run_1/floorplan.png
Bar = 20 µm. Pins as bars on the die edge. Tap cells in grey.
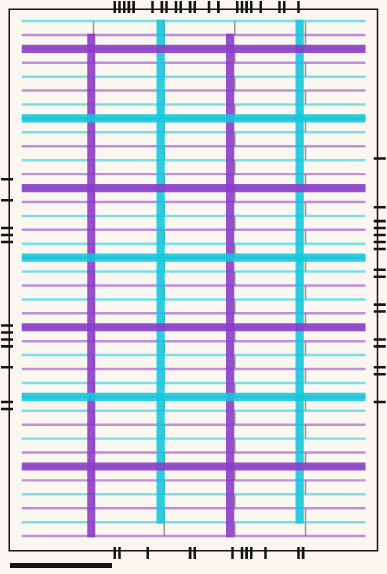
run_1/placed.png
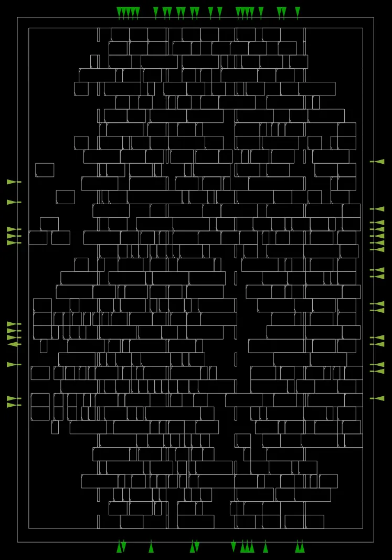
run_1/port_trees.png
Bar = 20 µm.
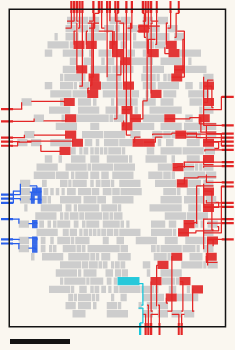
**src/rtl/sclk_shifter.sv**
```systemverilog
// sclk_shifter: serializes one WORD_WIDTH word MSB first onto sout, updating
// sout/lat only on SCLK falling edges so both are stable at every SCLK rise.
// lat is high on the trailing min(lat_len, WORD_WIDTH) rising edges of a word.
module sclk_shifter #(
    parameter int unsigned WORD_WIDTH = 48,
    parameter int unsigned LEN_WIDTH  = 6
) (
    input  logic                  clk,
    input  logic                  rst,
    input  logic                  sclk,
    input  logic [WORD_WIDTH-1:0] data,
    input  logic [LEN_WIDTH-1:0]  lat_len,
    input  logic                  valid,
    output logic                  ready,
    output logic                  sout,
    output logic                  lat,
    output logic                  done
);

    localparam int unsigned CNT_W = (WORD_WIDTH > 2) ? $clog2(WORD_WIDTH) : 1;

    localparam logic [1:0] IDLE      = 2'd0;
    localparam logic [1:0] WAIT_FALL = 2'd1;
    localparam logic [1:0] SHIFT     = 2'd2;
    localparam logic [1:0] FINISH    = 2'd3;

    localparam logic [LEN_WIDTH-1:0] LEN_MAX = LEN_WIDTH'(WORD_WIDTH);
    localparam logic [CNT_W-1:0]     CNT_TOP = CNT_W'(WORD_WIDTH - 1);

    logic [1:0]            state, state_nxt;
    logic                  sclk_q;
    logic [WORD_WIDTH-1:0] shreg, shreg_nxt;
    logic [CNT_W-1:0]      cnt, cnt_nxt;
    logic [LEN_WIDTH-1:0]  lat_cnt, lat_cnt_nxt;
    logic                  sout_nxt, lat_nxt, done_nxt, ready_nxt;
    logic                  fall;

    // SCLK falling edge seen in the clk domain
    assign fall = ~sclk & sclk_q;

    // Next-state and next-output logic; cnt holds the index of the bit on sout
    always_comb begin
        state_nxt   = state;
        shreg_nxt   = shreg;
        cnt_nxt     = cnt;
        lat_cnt_nxt = lat_cnt;
        sout_nxt    = sout;
        lat_nxt     = lat;
        done_nxt    = 1'b0;

        case (state)
            IDLE: begin
                if (valid && ready) begin
                    shreg_nxt   = data;
                    lat_cnt_nxt = (lat_len > LEN_MAX) ? LEN_MAX : lat_len;
                    state_nxt   = WAIT_FALL;
                end
            end
            WAIT_FALL: begin
                if (fall) begin
                    sout_nxt  = shreg[WORD_WIDTH-1];
                    shreg_nxt = {shreg[WORD_WIDTH-2:0], 1'b0};
                    cnt_nxt   = CNT_TOP;
                    lat_nxt   = LEN_WIDTH'(CNT_TOP) < lat_cnt;
                    state_nxt = SHIFT;
                end
            end
            SHIFT: begin
                if (fall) begin
                    if (cnt != '0) begin
                        sout_nxt  = shreg[WORD_WIDTH-1];
                        shreg_nxt = {shreg[WORD_WIDTH-2:0], 1'b0};
                        cnt_nxt   = cnt - CNT_W'(1);
                        // new index is cnt-1; high when cnt-1 < lat_cnt
                        lat_nxt   = LEN_WIDTH'(cnt) <= lat_cnt;
                    end else begin
                        sout_nxt  = 1'b0;
                        lat_nxt   = 1'b0;
                        done_nxt  = 1'b1;
                        state_nxt = FINISH;
                    end
                end
            end
            default: begin
                state_nxt = IDLE;
            end
        endcase

        ready_nxt = (state_nxt == IDLE);
    end

    // State, datapath and registered outputs
    always_ff @(posedge clk) begin
        if (rst) begin
            state   <= IDLE;
            sclk_q  <= 1'b0;
            shreg   <= '0;
            cnt     <= '0;
            lat_cnt <= '0;
            sout    <= 1'b0;
            lat     <= 1'b0;
            done    <= 1'b0;
            ready   <= 1'b1;
        end else begin
            state   <= state_nxt;
            sclk_q  <= sclk;
            shreg   <= shreg_nxt;
            cnt     <= cnt_nxt;
            lat_cnt <= lat_cnt_nxt;
            sout    <= sout_nxt;
            lat     <= lat_nxt;
            done    <= done_nxt;
            ready   <= ready_nxt;
        end
    end

endmodule

```
**config.mk**
```make
export PLATFORM = sky130hd
export DESIGN_NAME = sclk_shifter
export DESIGN_NICKNAME = d
export VERILOG_FILES = /design/src/rtl/sclk_shifter.sv
export SDC_FILE = /design/constraint.sdc
export NUM_CORES = 1
export LEC_CHECK = 0
export CORE_ASPECT_RATIO = 1.5
export CORE_MARGIN = 2
export CORE_UTILIZATION = 50
export DETAILED_ROUTE_END_ITERATION = 8
export PLACE_DENSITY = 0.89
export RECOVER_POWER = 100
export SLEW_MARGIN = 20
export SYNTH_ARGS = -nofsm -noshare
export SYNTH_HDL_FRONTEND = slang
export SYNTH_SLANG_ARGS = --single-unit
```
**constraint.sdc**
```tcl
create_clock -name clk -period 2.4 [get_ports clk]
set_input_delay 0.48 -clock clk [delete_from_list [all_inputs] [get_ports clk]]
set_output_delay 0.48 -clock clk [all_outputs]
set_load 0.1 [all_outputs]
```
==> flow_summary.yaml, run 1 <==
# physical design summary
status:
  status: "complete, no violations"
timing:
  final_critical_path_setup_slack_ns: 0.318
  achievable-frequency_mhz: 480
  worst_pin_slew_ns: 1.31
  holdWs_ns: 0.451
  report.final.setup_viol: 0
  slew_headroom: 0.129
  drv_slew: 0
  hold_viol_final: 0
  finalWorstPathRequiredPeriod_ns: 2.08
  fin_crit_sh: 0.867
  timing.clock.skew_ns: 0.0103
  finalSetupTns_ns: 0
  unrepaired_setup_endpoints_after_global_routing: "no"
synthesis:
  synthTopLogicFamily: "AND-OR/OR-AND gates"
  synth.area.top_cells: "dfxtp_1 (39%), a211oi_2 (15%), mux2i_1 (14%)"
  ys.warnings.count: 0
  fraction_of_synthesized_cell_area_taken_by_the_top_area_cell_type: 0.391
  postSynthCellCount: 351
  register_bit_count_reported_by_yosys: 67
  netlist-cell-type-count: 36
  netlist.top_cell.by_area: "dfxtp_1"
  ys_dominant_reg_cell: "dfxtp_1"
  xor_area_frac: 0.00255
  synth-simple-area-share: 0.123
  post_synth_adder_cell_area: 0.0474
  yosysSeqAreaShare: 0.391
  synth.top_cells.by_count: "dfxtp_1 (67), nor2_1 (61), mux2i_1 (47)"
  synthMostInstantiatedCell: "dfxtp_1"
  synth.avg_cell_area_um2: 9.79
  synth.mux.area_fraction: 0.137
  yosys.stat.chipArea_um2: 3430
  synth-async-reset-ratio: 0
  number_of_cell_instances_after_yosys_synthesis: 351
  syn-cell-area_um2: 3430
  synth.cellmix.compoundShare: 0.240
  post_synth_edffs: 0
  floorplan.nets: 422
detailed_routing:
  drc: 0
  post_drt_via_cell_ratio: 5.53
  post_detailed_route_count_of_antenna_violating_nets: 0
  totalWireLength_um: 6780
  route.detailed.wl_per_inst_um: 13.9
  dr_total_vias: 2704
  initialDrtViolationCount: 154
  drt-pass1-iter-count: 4
clock_network:
  cts_post_setup_buffers_inserted: 0
  clk_pin_slew_worst_paths_ns: 0.07
  clock_buffer_count_from_cts: 9
  cts_repair_resizes: 0
  holdBufCountCts: 0
  cts_max_path_buffers: 2
  cts_root_buffer: "clkbuf_8"
  tritoncts_clock_tree: "done"
  clock_sinks: 67
  clock.latency.late_pin_ns: 0.34
  h-tree-depth: 3
final_layout:
  finish.net_count: 477
  syn2layout_area_growth_pct: 23.7
  fill_cells: 565
  n_antenna_cell: 0
  final_layout_size_suffix_gt1_frac: 0.131
place:
  dp.final_hpwl_um: 4850
  placedCellCount: 473
  dp_worst_setup_slack_ns: 0.178
  weighted_congestion_at_the_end_of_routability_driven_global_placement: 0.861
  placement.io_buffers: 61
die:
  rows: 37
  ioPinCount: 62
  design.die.area_um2: 7560
  initCoreUtil: 0.508
global_routing:
  grtUsageTotal: 0.189
  globalRoute.totalOverflow: 0
  vias_in_the_first_global_route: 2702
  grt_start_max_net_pins: 49
  antenna_found_initial: 0
  grt_first_pass_wirelength_um: 11600
setup_path:
  critical_path_class: "in2reg"
  crit_path_max_fanout: 5
  critPathRequiredTime_ns: 2.64
  timing.critical_path.to_type: "flip-flop"
  worst_setup_path_start_kind: "input port"
  crit_arrival_ns: 2.32
flow_run:
  warning_count: 31
  drv_cap: 0
worst_hold_path:
  worst_hold_path_type: "reg2reg"
power_and_ir_drop:
  p_leak_uw: 0.00156
  power_density_nw_per_um2: 1130
-- floorplan.png (at the start) --
[cyan] VDD
[purple] VSS
signal pins: 62
rows: 37
chip height: 106 µm
width of the chip: 71.7 µm
CORE AREA: 6760 µm²
maximum vdd drop: 0.527 mV

-- placed.png (at the start) --
final design utilization: 0.628
Layout Cells excl Fill: 489
share of cell area taken by flip-flops and latches: 0.316
seq_cells: 67
n_taps: 78

-- port_trees.png (at the start) --
[red] data | bits: 48 | direction: input | edge: 21 north, 16 east, 6 south, 5 west | end cells: 48 | wire: 1080 µm
[cyan] done | bits: 1 | direction: output | edge: south | end cells: 1 | wire: 16.9 µm
[blue] lat_len | bits: 6 | direction: input | edge: west | end cells: 7 | wire: 53.2 µm

## run 1: area by class of cell
cell class / count / area [µm²] / area share
repair buffers: 70 / 673 / 0.158
well taps: 78 / 97.6 / 0.0230
clock buffers: 9 / 124 / 0.0292
flip-flops and latches: 67 / 1340 / 0.316
inverters: 15 / 56.3 / 0.0133
clock inverters: 7 / 139 / 0.0327
multi-input cells: 243 / 1820 / 0.428
## run 1: final timing paths
path,start,end,depth (start not counted),slack [ns]
min reg2reg,lat_cnt[2]$_SDFFE_PP0P_,lat_cnt[2]$_SDFFE_PP0P_,2,0.45
min,lat_cnt[2]$_SDFFE_PP0P_,lat_cnt[2]$_SDFFE_PP0P_,2,0.45
max,sclk,cnt[3]$_SDFFE_PP0P_,7,0.32
max reg2reg,cnt[0]$_SDFFE_PP0P_,ready$_SDFF_PP1_,6,0.46
## run 1: metrics by stage
step	area, µm²	util	total power [µW]
floorplan	3430	-	3290
global placement	4100	0.607	3610
detailed placement	4100	0.607	3700
CTS	4370	0.646	4950
global route	4250	0.628	5110
finish	4250	0.628	4810
## run 1: metal layers
| metal | GRT usage | share of wire | vias to the layer above |
|---|---|---|---|
| met5 | 0 | 0 | - |
| met4 | 0.0701 | 0.018 | 0 |
| met3 | 0.0440 | 0.038 | 13 |
| met2 | 0.337 | 0.53 | 61 |
| met1 | 0.214 | 0.41 | 1266 |
| li1 | - | - | 1364 |
## run 1: layout by cell type, fill, tap and decap left out, types with 2 or more instances in the layout
cell             Yosys  layout
clkbuf_8             0       9
nor2b_1              2       2
a211oi_2            42      29
mux2i_1             47      47
buf_4                2       3
bufinv_16            0       4
clkbuf_1            12       8
ha_1                13      13
buf_12               0       3
nand2_1             15      15
o21a_1               3       2
dfxtp_1             67      67
o2111ai_1            2       2
nand2b_1             2       2
a311oi_1             3       3
nor3_1               3       3
inv_1               15      15
nor2_1              61      61
clkdlybuf4s50_1      0      55
a211oi_1             6      19
clkinv_2             0       2
a21oi_1             15      15
nand3_1              9       9
a221oi_1             2       2
a31oi_1              1       2
and3_1               2       2
o21ai_1              2       2
a21o_1               3       3
## run 1: sequential cells by signal (all words and copies together) (netlist names)
signal,cells
shreg,48
cnt,6
lat_cnt,6
state,2
done,1
lat,1
ready,1
sclk_q,1
sout,1
## run 1: worst max-delay path, cell delays in order
cell and delay (ns):
dlygate4sd3_1 0.56, nand2b_1 0.23, a31oi_1 0.27, clkbuf_1 0.22, and3b_1 0.21, o21ai_1 0.07, a221oi_1 0.27
## run 1: power by group
group          total [µW]  internal [µW]  switching, µW
Sequential           1650           1450            201
Combinational        1920            825           1090
Clock                1230            795            439
## run 1: kinds of logic (layout without fill, tap and decap cells)
family,count (synthesis),in the layout
compound gates,84,84
xor+xnor,1,1
fa+ha+maj,13,13
buf+inv,41,101
flops,67,67
mux,47,47
simple gates,98,98
run_1/util_map.png
Bar = 20 µm. 7 x 11 tiles, from white (low) to dark blue (high), 0 to 100% covered.
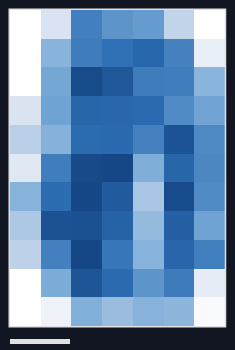

==> inputs of run 2 (changes only) <==
--- a/config.mk
+++ b/config.mk
@@ -9,6 +9,7 @@
 export CORE_MARGIN = 2
 export CORE_UTILIZATION = 50
 export DETAILED_ROUTE_END_ITERATION = 8
+export GPL_TIMING_DRIVEN = 0
 export PLACE_DENSITY = 0.89
 export RECOVER_POWER = 100
 export SLEW_MARGIN = 20
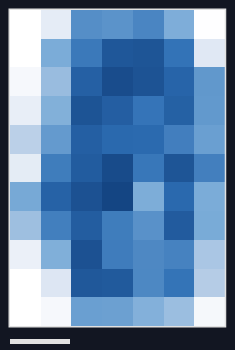
run_2/util_map.png
Bar = 20 µm. 7 x 11 tiles, from white (low) to dark blue (high), 0 to 100% covered.
nearly empty tiles: 6.5%
fullest tile: 92%
tiles over 75% full: 31%
mean over tiles: 56%

==> flow_summary.yaml, run 2 <==
# physical design summary
status:
  status: "complete, no violations"
setup_path:
  worst_path_max_delay_cell: "clkdlybuf4s50_1"
  crit_arrival_ns: 1.85
  worst_setup_path_start_kind: "flip-flop"
  critical_path_depth: 1
  crit_path_max_fanout: 2
  crit_chain: "clkdlybuf4s50_1"
  critPathRequiredTime_ns: 1.92
  cp_top_family: "buffers and inverters"
  worstRegToRegCells: 7
  timing.critical_path.to_type: "output pin"
  critical_path_class: "reg2out"
  max_stage_delay_ns: 1.14
synthesis:
  post_synth_adder_cell_area: 0.0474
  yosys.stat.chipArea_um2: 3430
  synth-async-reset-ratio: 0
  synth-simple-area-share: 0.123
  post_synth_edffs: 0
  number_of_cell_instances_after_yosys_synthesis: 351
  syn-cell-area_um2: 3430
  synth.cellmix.compoundShare: 0.240
  xor_area_frac: 0.00255
  synth.top_cells.by_count: "dfxtp_1 (67), nor2_1 (61), mux2i_1 (47)"
  synthMostInstantiatedCell: "dfxtp_1"
  ys.warnings.count: 0
  netlist-cell-type-count: 36
  synth.avg_cell_area_um2: 9.79
  synth.mux.area_fraction: 0.137
  floorplan.nets: 422
  register_bit_count_reported_by_yosys: 67
  netlist.top_cell.by_area: "dfxtp_1"
  synthTopLogicFamily: "AND-OR/OR-AND gates"
detailed_routing:
  totalWireLength_um: 7340
  post_detailed_route_count_of_antenna_violating_nets: 0
  route.detailed.wl_per_inst_um: 14.5
  dr_total_vias: 2797
  drt-pass1-iter-count: 4
  drc: 0
global_routing:
  grt_first_pass_wirelength_um: 12100
  antenna_found_initial: 0
  globalRoute.totalOverflow: 0
  most_heavily_used_metal_layer_in_global_routing: "met2"
  met2_usage: 0.368
timing:
  holdWs_ns: 0.458
  worst_pin_slew_ns: 0.964
  finalWorstPathRequiredPeriod_ns: 2.33
  drv_slew: 0
  unrepaired_setup_endpoints_after_global_routing: "no"
  fin_crit_sh: 0.972
power_and_ir_drop:
  p_leak_uw: 0.00157
clock_network:
  cts_post_setup_buffers_inserted: 0
  cts_repair_resizes: 0
  clock.latency.late_pin_ns: 0.36
  cts_max_path_buffers: 2
  holdBufCountCts: 0
  clock_buffer_count_from_cts: 9
flow_run:
  warning_count: 31
  drv_cap: 0
final_layout:
  finish.utilization: 0.636
  syn2layout_area_growth_pct: 25.1
  layout_top_registers: "shreg (48), cnt (6), lat_cnt (6)"
  finish.net_count: 494
  largest_register_ff_count: 48
die:
  design.die.area_um2: 7560
worst_hold_path:
  worst_hold_depth: 2
  worst_hold_path_type: "reg2reg"
run 2: cell types whose count changed in the layout (fill, tap and decap cells not counted), sizes merged:
cell           delta
buf               +3
bufinv            -3
clkbuf            +9
clkdlybuf4s50     +5
clkinvlp          +2
inv               +1
run 2: cell families after synthesis:
group / Yosys count
adders and majority gates: 13
muxes: 47
DFF: 67
and+or+nand+nor: 98
AOI/OAI and AO/OA: 84
buffers and inverters: 41
xor gates and xnor gates: 1
run 2: area by class of cell:
class	instances	area, µm²
clock inverter	7	76.3
inverter	15	56.3
clock buffer	9	124
timing repair buffer	61	611
sequential	67	1340
fill	589	2460
multi-input combinational	243	1840
buffer	26	150
tap	78	97.6
run 2: where the power goes:
group          total, µW  switching [µW]  leakage [µW]  internal, µW
Sequential          1660             204      0.000554          1450
Combinational       2020            1150      0.000923           875
Clock                952             466     0.0000962           486
Total               4630            1820       0.00157          2810
run 2: metrics by stage:
| stage | area, µm² | std cells | TNS (ns) | total power [µW] | setup slack [ns] |
|---|---|---|---|---|---|
| after CTS | 4340 | 506 | 0 | 4720 | 0.0506 |
| after floorplan | 3430 | 351 | 0 | 3290 | 0.300 |
| after global routing | 4300 | 506 | 0 | 4930 | 0.0271 |
| final | 4300 | 506 | 0 | 4630 | 0.0665 |
| after global placement | 4140 | 490 | 0 | 3670 | 0.0441 |
| after detailed placement | 4140 | 490 | -0.00272 | 3770 | -0.00272 |
run 2: worst paths after layout:
kind                                           endpoint  slack [ns]                    start
worst max-delay path                               sout        0.07        sout$_SDFFE_PP0P_
worst min-delay path            lat_cnt[2]$_SDFFE_PP0P_        0.46  lat_cnt[2]$_SDFFE_PP0P_
worst max register to register   shreg[47]$_SDFFE_PP0P_        0.15      state[0]$_SDFF_PP0_
worst min register to register  lat_cnt[2]$_SDFFE_PP0P_        0.46  lat_cnt[2]$_SDFFE_PP0P_
run 2: per-layer routing:
metal | part of all wire | up-vias
met3 | 0.040 | 13
met2 | 0.54 | 69
met4 | 0.024 | 0
li1 | - | 1396
met1 | 0.39 | 1319
met5 | 0 | -
Power and IR drop assume default switching activity.
